### Routed metal per tile

The die is cut into 15 by 15 equal tiles; black is low, pale yellow is high, scaled to the fullest tile. Values are wire area over tile area, all layers added.
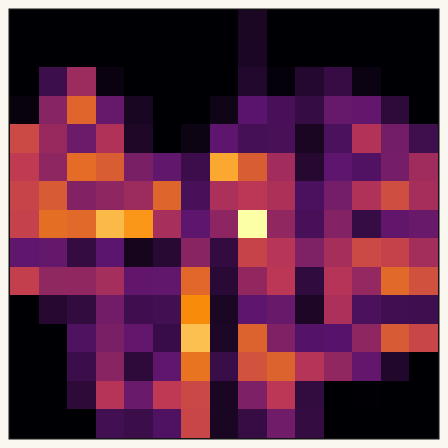
### Where the registers sit

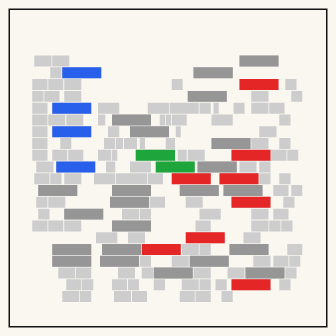
### I/O nets highlighted

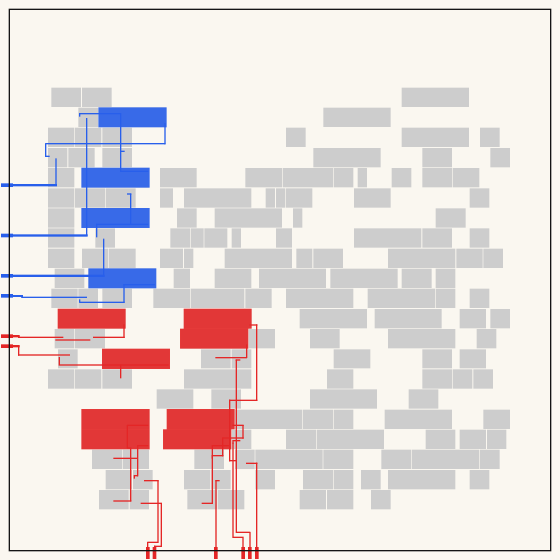
### Placed standard cells

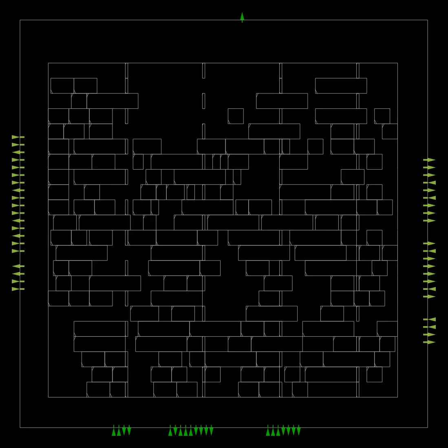
[src/rtl/arm1_pkg.sv]
// Shared types and sizing for the memory port arbiter: FSM states,
// requester identifiers and the memory geometry.
package arm1_pkg;

   localparam int ADDR_W = 4;
   localparam int DATA_W = 8;

   typedef enum logic [1:0] {
      IDLE   = 2'd0,
      ACCESS = 2'd1,
      RESP   = 2'd2
   } arb_state_t;

   typedef enum logic {
      REQ_IF = 1'b0,
      REQ_DM = 1'b1
   } req_id_t;

endpackage

[src/rtl/mem_port_arbiter.sv]
// Shares one single-ported memory between fetch and data requesters, one access per IDLE->ACCESS->RESP pass.
// Build option ARB_RR_EN: round-robin on ties; otherwise data port has fixed priority over fetch.
module mem_port_arbiter #(
   parameter int ADDR_W = arm1_pkg::ADDR_W,
   parameter int DATA_W = arm1_pkg::DATA_W
) (
   input  logic              clk,
   input  logic              rst_n,
   input  logic              if_req,
   input  logic [ADDR_W-1:0] if_addr,
   output logic              if_ack,
   output logic [DATA_W-1:0] if_rdata,
   input  logic              dm_req,
   input  logic              dm_we,
   input  logic [ADDR_W-1:0] dm_addr,
   input  logic [DATA_W-1:0] dm_wdata,
   output logic              dm_ack,
   output logic [DATA_W-1:0] dm_rdata,
   output logic [ADDR_W-1:0] mem_address,
   output logic              mem_read,
   output logic              mem_write,
   output logic [DATA_W-1:0] mem_wdata,
   input  logic [DATA_W-1:0] mem_rdata,
   output logic              busy
);
   import arm1_pkg::*;

   arb_state_t        state_q, state_d;
   req_id_t           win_q, win_d;
   req_id_t           pick_s;
   logic [ADDR_W-1:0] mem_address_q, mem_address_d;
   logic [DATA_W-1:0] mem_wdata_q, mem_wdata_d;
   logic              mem_read_q, mem_read_d;
   logic              mem_write_q, mem_write_d;
   logic              if_ack_q, if_ack_d;
   logic              dm_ack_q, dm_ack_d;
   logic [DATA_W-1:0] if_rdata_q, if_rdata_d;
   logic [DATA_W-1:0] dm_rdata_q, dm_rdata_d;
   logic              busy_q;

`ifdef ARB_RR_EN
   req_id_t           last_q, last_d;
`endif

   // Winner selection among currently asserted requests
   always_comb begin
      pick_s = REQ_DM;
      if (if_req && dm_req) begin
`ifdef ARB_RR_EN
         pick_s = (last_q == REQ_DM) ? REQ_IF : REQ_DM;
`else
         pick_s = REQ_DM;
`endif
      end else if (if_req) begin
         pick_s = REQ_IF;
      end else begin
         pick_s = REQ_DM;
      end
   end

`ifdef ARB_RR_EN
   // Last-served pointer moves only when a grant is made
   always_comb begin
      last_d = last_q;
      if (state_q == IDLE && (if_req || dm_req)) begin
         last_d = pick_s;
      end else begin
         last_d = last_q;
      end
   end

   // Pointer register; reset makes data the first tie winner
   always_ff @(posedge clk or negedge rst_n) begin
      if (!rst_n) begin
         last_q <= REQ_IF;
      end else begin
         last_q <= last_d;
      end
   end
`endif

   // Next-state and registered-output computation
   always_comb begin
      state_d       = state_q;
      win_d         = win_q;
      mem_address_d = mem_address_q;
      mem_wdata_d   = mem_wdata_q;
      mem_read_d    = 1'b0;
      mem_write_d   = 1'b0;
      if_ack_d      = 1'b0;
      dm_ack_d      = 1'b0;
      if_rdata_d    = if_rdata_q;
      dm_rdata_d    = dm_rdata_q;
      case (state_q)
         IDLE: begin
            if (if_req || dm_req) begin
               state_d = ACCESS;
               win_d   = pick_s;
               if (pick_s == REQ_DM) begin
                  mem_address_d = dm_addr;
                  mem_read_d    = ~dm_we;
                  mem_write_d   = dm_we;
                  mem_wdata_d   = dm_we ? dm_wdata : mem_wdata_q;
               end else begin
                  mem_address_d = if_addr;
                  mem_read_d    = 1'b1;
               end
            end else begin
               state_d = IDLE;
            end
         end
         ACCESS: begin
            state_d = RESP;
            // Strobes are registered, so mem_read_q marks a read in this cycle
            if (mem_read_q) begin
               if (win_q == REQ_IF) begin
                  if_rdata_d = mem_rdata;
               end else begin
                  dm_rdata_d = mem_rdata;
               end
            end else begin
               if_rdata_d = if_rdata_q;
            end
            if_ack_d = (win_q == REQ_IF);
            dm_ack_d = (win_q == REQ_DM);
         end
         RESP: begin
            state_d = IDLE;
         end
         default: begin
            state_d = IDLE;
         end
      endcase
   end

   // State and output registers; async reset also kills an in-flight write
   always_ff @(posedge clk or negedge rst_n) begin
      if (!rst_n) begin
         state_q       <= IDLE;
         win_q         <= REQ_IF;
         mem_address_q <= {ADDR_W{1'b0}};
         mem_wdata_q   <= {DATA_W{1'b0}};
         mem_read_q    <= 1'b0;
         mem_write_q   <= 1'b0;
         if_ack_q      <= 1'b0;
         dm_ack_q      <= 1'b0;
         if_rdata_q    <= {DATA_W{1'b0}};
         dm_rdata_q    <= {DATA_W{1'b0}};
         busy_q        <= 1'b0;
      end else begin
         state_q       <= state_d;
         win_q         <= win_d;
         mem_address_q <= mem_address_d;
         mem_wdata_q   <= mem_wdata_d;
         mem_read_q    <= mem_read_d;
         mem_write_q   <= mem_write_d;
         if_ack_q      <= if_ack_d;
         dm_ack_q      <= dm_ack_d;
         if_rdata_q    <= if_rdata_d;
         dm_rdata_q    <= dm_rdata_d;
         busy_q        <= (state_d != IDLE);
      end
   end

   assign if_ack      = if_ack_q;
   assign dm_ack      = dm_ack_q;
   assign if_rdata    = if_rdata_q;
   assign dm_rdata    = dm_rdata_q;
   assign mem_address = mem_address_q;
   assign mem_read    = mem_read_q;
   assign mem_write   = mem_write_q;
   assign mem_wdata   = mem_wdata_q;
   assign busy        = busy_q;

endmodule

[config.mk]
export PLATFORM = sky130hd
export DESIGN_NAME = mem_port_arbiter
export DESIGN_NICKNAME = d
export VERILOG_FILES = /design/src/rtl/arm1_pkg.sv /design/src/rtl/mem_port_arbiter.sv
export SDC_FILE = /design/constraint.sdc
export NUM_CORES = 1
export LEC_CHECK = 0
export CAP_MARGIN = 25
export CORE_MARGIN = 5
export CORE_UTILIZATION = 35
export DETAILED_ROUTE_END_ITERATION = 8
export PLACE_DENSITY = 0.67
export SYNTH_ARGS = -nofsm -noshare
export SYNTH_HDL_FRONTEND = slang
export SYNTH_SLANG_ARGS = --single-unit
[constraint.sdc]
create_clock -name clk -period 1.7 [get_ports clk]
set_input_delay 0.34 -clock clk [delete_from_list [all_inputs] [get_ports clk]]
set_output_delay 0.34 -clock clk [all_outputs]
set_load 0.05 [all_outputs]
==> ci_impl_report.md <==
### Yosys + OpenROAD results

| Metric | Value |
|---|---|
| Status | `finished, final reports clean` |
| Met1 Use GR | `roughly 14%` |
| DIE WIDTH | `73.0 um` |
| Kind of critical path | `in2reg` |
| Most frequent logic cells in the routed design | `37 x buf_4, 36 x dfrtp_1, 32 x mux2_2, 28 x clkdlybuf4s50_1, 5 x clkbuf_8` |
| Final GP Congestion | `0.686` |
| Port Buf Inserts | `61` |
| Crit path max fanout | `4` |
| Commonest Layout Cell | `buf_4` |
| Cells after synthesis | `around 84` |
| Initial drt markers | `35` |
| Placed Instances | `197` |
| Clock Skew | `0.00377 ns` |
| Tool warnings | `26` |
| Worst Path Arrival | `1.59 ns` |
| Layout overhead on the synthesized area | `50.7%` |
| Hold WC Path Type | `in2async` |
| Worst slew pin tran | `0.445 ns` |
| FP Util | `37.1%` |
| Largest net degree at the start of global routing | `37` |
| Time the worst path needs with I/O delays and setup | `1.42 ns` |
| Flops out of synthesis | `36` |
| Top cells, area | `dfrtp_1 65%, mux2_2 26%, nand2b_4 2.0%` |
| Worst EP required | `1.87 ns` |
| Most used cell, CP | `mux2_2` |
| Post-CTS Hold Buffers | `0` |
| Cts bufs inserted | `5` |
| GRT Residual Overflow | `0` |
| Nets | `185` |
| Crit. End Element | `register` |
| Final WL | `just under 3000 um` |
| Post-synth cell types | `15` |
| Root Buffer Master | `clkbuf_8` |
| Cell area after synthesis | `0.00139 mm2` |
| DRT Pass-1 Iters | `3` |
| CTS H-tree depth | `2` |
| Flop-to-flop setup slack | `0.29 ns` |
| # DRC | `0` |
| Share of post-route cells with drive strength above 1 | `52.6%` |
| Sinks on Clock Net | `36` |
| Routed len/inst | `14.3 um` |
| CTS tree | `yes` |
| Period utilization | `83.7%` |
| Synth area leader | `dfrtp_1` |
| Post-CTS sizing | `0` |
| Core area | `0.00374 mm2` |
| Fin worst setup slack | `between 0.2 and 0.3 ns` |
| Yosys chip area | `0.00139 mm2` |
| FF-to-FF Start | `state_q[0]$_DFF_PN0_` |
| ANT cells | `0` |
| Grt peak-use layer | `met2` |
| Via count | `946` |
| Synthesis Warnings | `0` |
| Final Hold Fails | `0` |
| First-pass GRT wire length | `5000 um` |
| Max-slew headroom | `70.4%` |
| Max-cap check violation count | `0` |
| CTS clk-pin slew, worst paths | `roughly 0.07 ns` |
| M3 GR Usage | `4.68%` |
| Final Max Tran Viols | `0` |
| FF-to-FF End | `mem_wdata[3]$_DFFE_PN0P_` |
| Setup Fix Bufs, Post-CTS | `0` |
| Cell count listed in synth_stat.txt | `84` |
| Initial antenna violation count | `0` |
| Met2 global-route usage | `19.8%` |
| Critical-path cell list | `clkdlybuf4s50_1 -> nand2b_4 -> mux2_2 -> mux2_2` |
About 'Routed metal per tile':
16% of the tiles are over half the peak. The emptiest ninth of the die: north. 27% of the tiles are nearly empty. The mean over all tiles is 0.092. The fullest tile reaches 0.37.

About 'Where the registers sit':
Key: red = if_rdata [placed flops 8]; green = state_q [placed flops 2]; blue = mem_address [placed flops 4]
Another 22 sequential cells are not colored.

About 'I/O nets highlighted':
Key: blue = mem_address [direction output, edge west, end cells 4, buffers 4, wire 127 um]; red = mem_wdata [direction output, edge 6 south, 2 west, end cells 8, buffers 8, wire 208 um]

About 'Placed standard cells':
row count: 22
FILL cells: 330
Tap Count: 48
Final Core Density: 55.9%

## logic make-up after synthesis
family / synth area share [%]
muxes: 25.9
buffers and inverters: 1.35
DFF: 64.9
and+or+nand+nor: 6.22
AOI/OAI and AO/OA: 1.62
## Yosys cell counts, drive strengths merged
master,number
a21oi,1
a22o,1
and2,1
and3,1
buf,1
dfrtp,36
inv,2
mux2,32
nand2,2
nand2b,2
nand3,1
nor2,2
nor3b,1
o21ai,1
## stage by stage
| step | utilization, % | setup TNS, ns | instance area [um2] | hold slack (ns) |
|---|---|---|---|---|
| after floorplan | - | 0 | 1390 | 0.0444 |
| after global placement | 53.8 | 0 | 2020 | 0.488 |
| after detailed placement | 53.8 | -0.0854 | 2020 | 0.497 |
| after CTS | 55.9 | 0 | 2090 | 0.488 |
| after global routing | 55.9 | 0 | 2090 | 0.523 |
| final | 55.9 | 0 | 2090 | 0.471 |
## metal layers
layer  up-vias  wire length [um]
met1       453              1130
met4         0                82
met3         8               325
li1        437                 -
met2        48              1370
met5         -                 0
## sequential cells by signal (all words and copies together) (netlist names)
name	cells
mem_write	1
if_rdata	8
dm_ack	1
win_q	1
state_q	2
dm_rdata	8
mem_wdata	8
mem_read	1
mem_address	4
if_ack	1
busy	1
## worst reg2reg max path, cell delays in order (launching register included)
cell and delay [ns]:
dfrtp_1 0.42, nor2_2 0.19, and3_1 0.23, buf_12 0.13, mux2_2 0.33
## cell type report
class                      count  area (um2)  area share [%]
clock buffer                   6        72.6            3.47
clock inverter                 1        5.00           0.239
inverter                       2        7.51           0.359
multi-input combinational     45         469            22.4
sequential                    36         901            43.0
tap                           48        60.1            2.87
timing repair buffer          66         578            27.6
## worst min-delay path by stage
| stage | from | end | slack [ns] | cells past startpoint |
|---|---|---|---|---|
| 2_1_floorplan | rst_n | busy$_DFF_PN0_ | 0.04 | 0 |
| 3_3_place_gp | dm_rdata[5]$_DFFE_PN0P_ | dm_rdata[5]$_DFFE_PN0P_ | 0.49 | 1 |
| 3_5_place_dp | mem_wdata[5]$_DFFE_PN0P_ | mem_wdata[5]$_DFFE_PN0P_ | 0.50 | 1 |
| 4_1_cts | rst_n | dm_rdata[2]$_DFFE_PN0P_ | 0.49 | 2 |
| 5_1_grt | rst_n | dm_rdata[2]$_DFFE_PN0P_ | 0.52 | 2 |
| 6_report | rst_n | if_rdata[2]$_DFFE_PN0P_ | 0.47 | 2 |
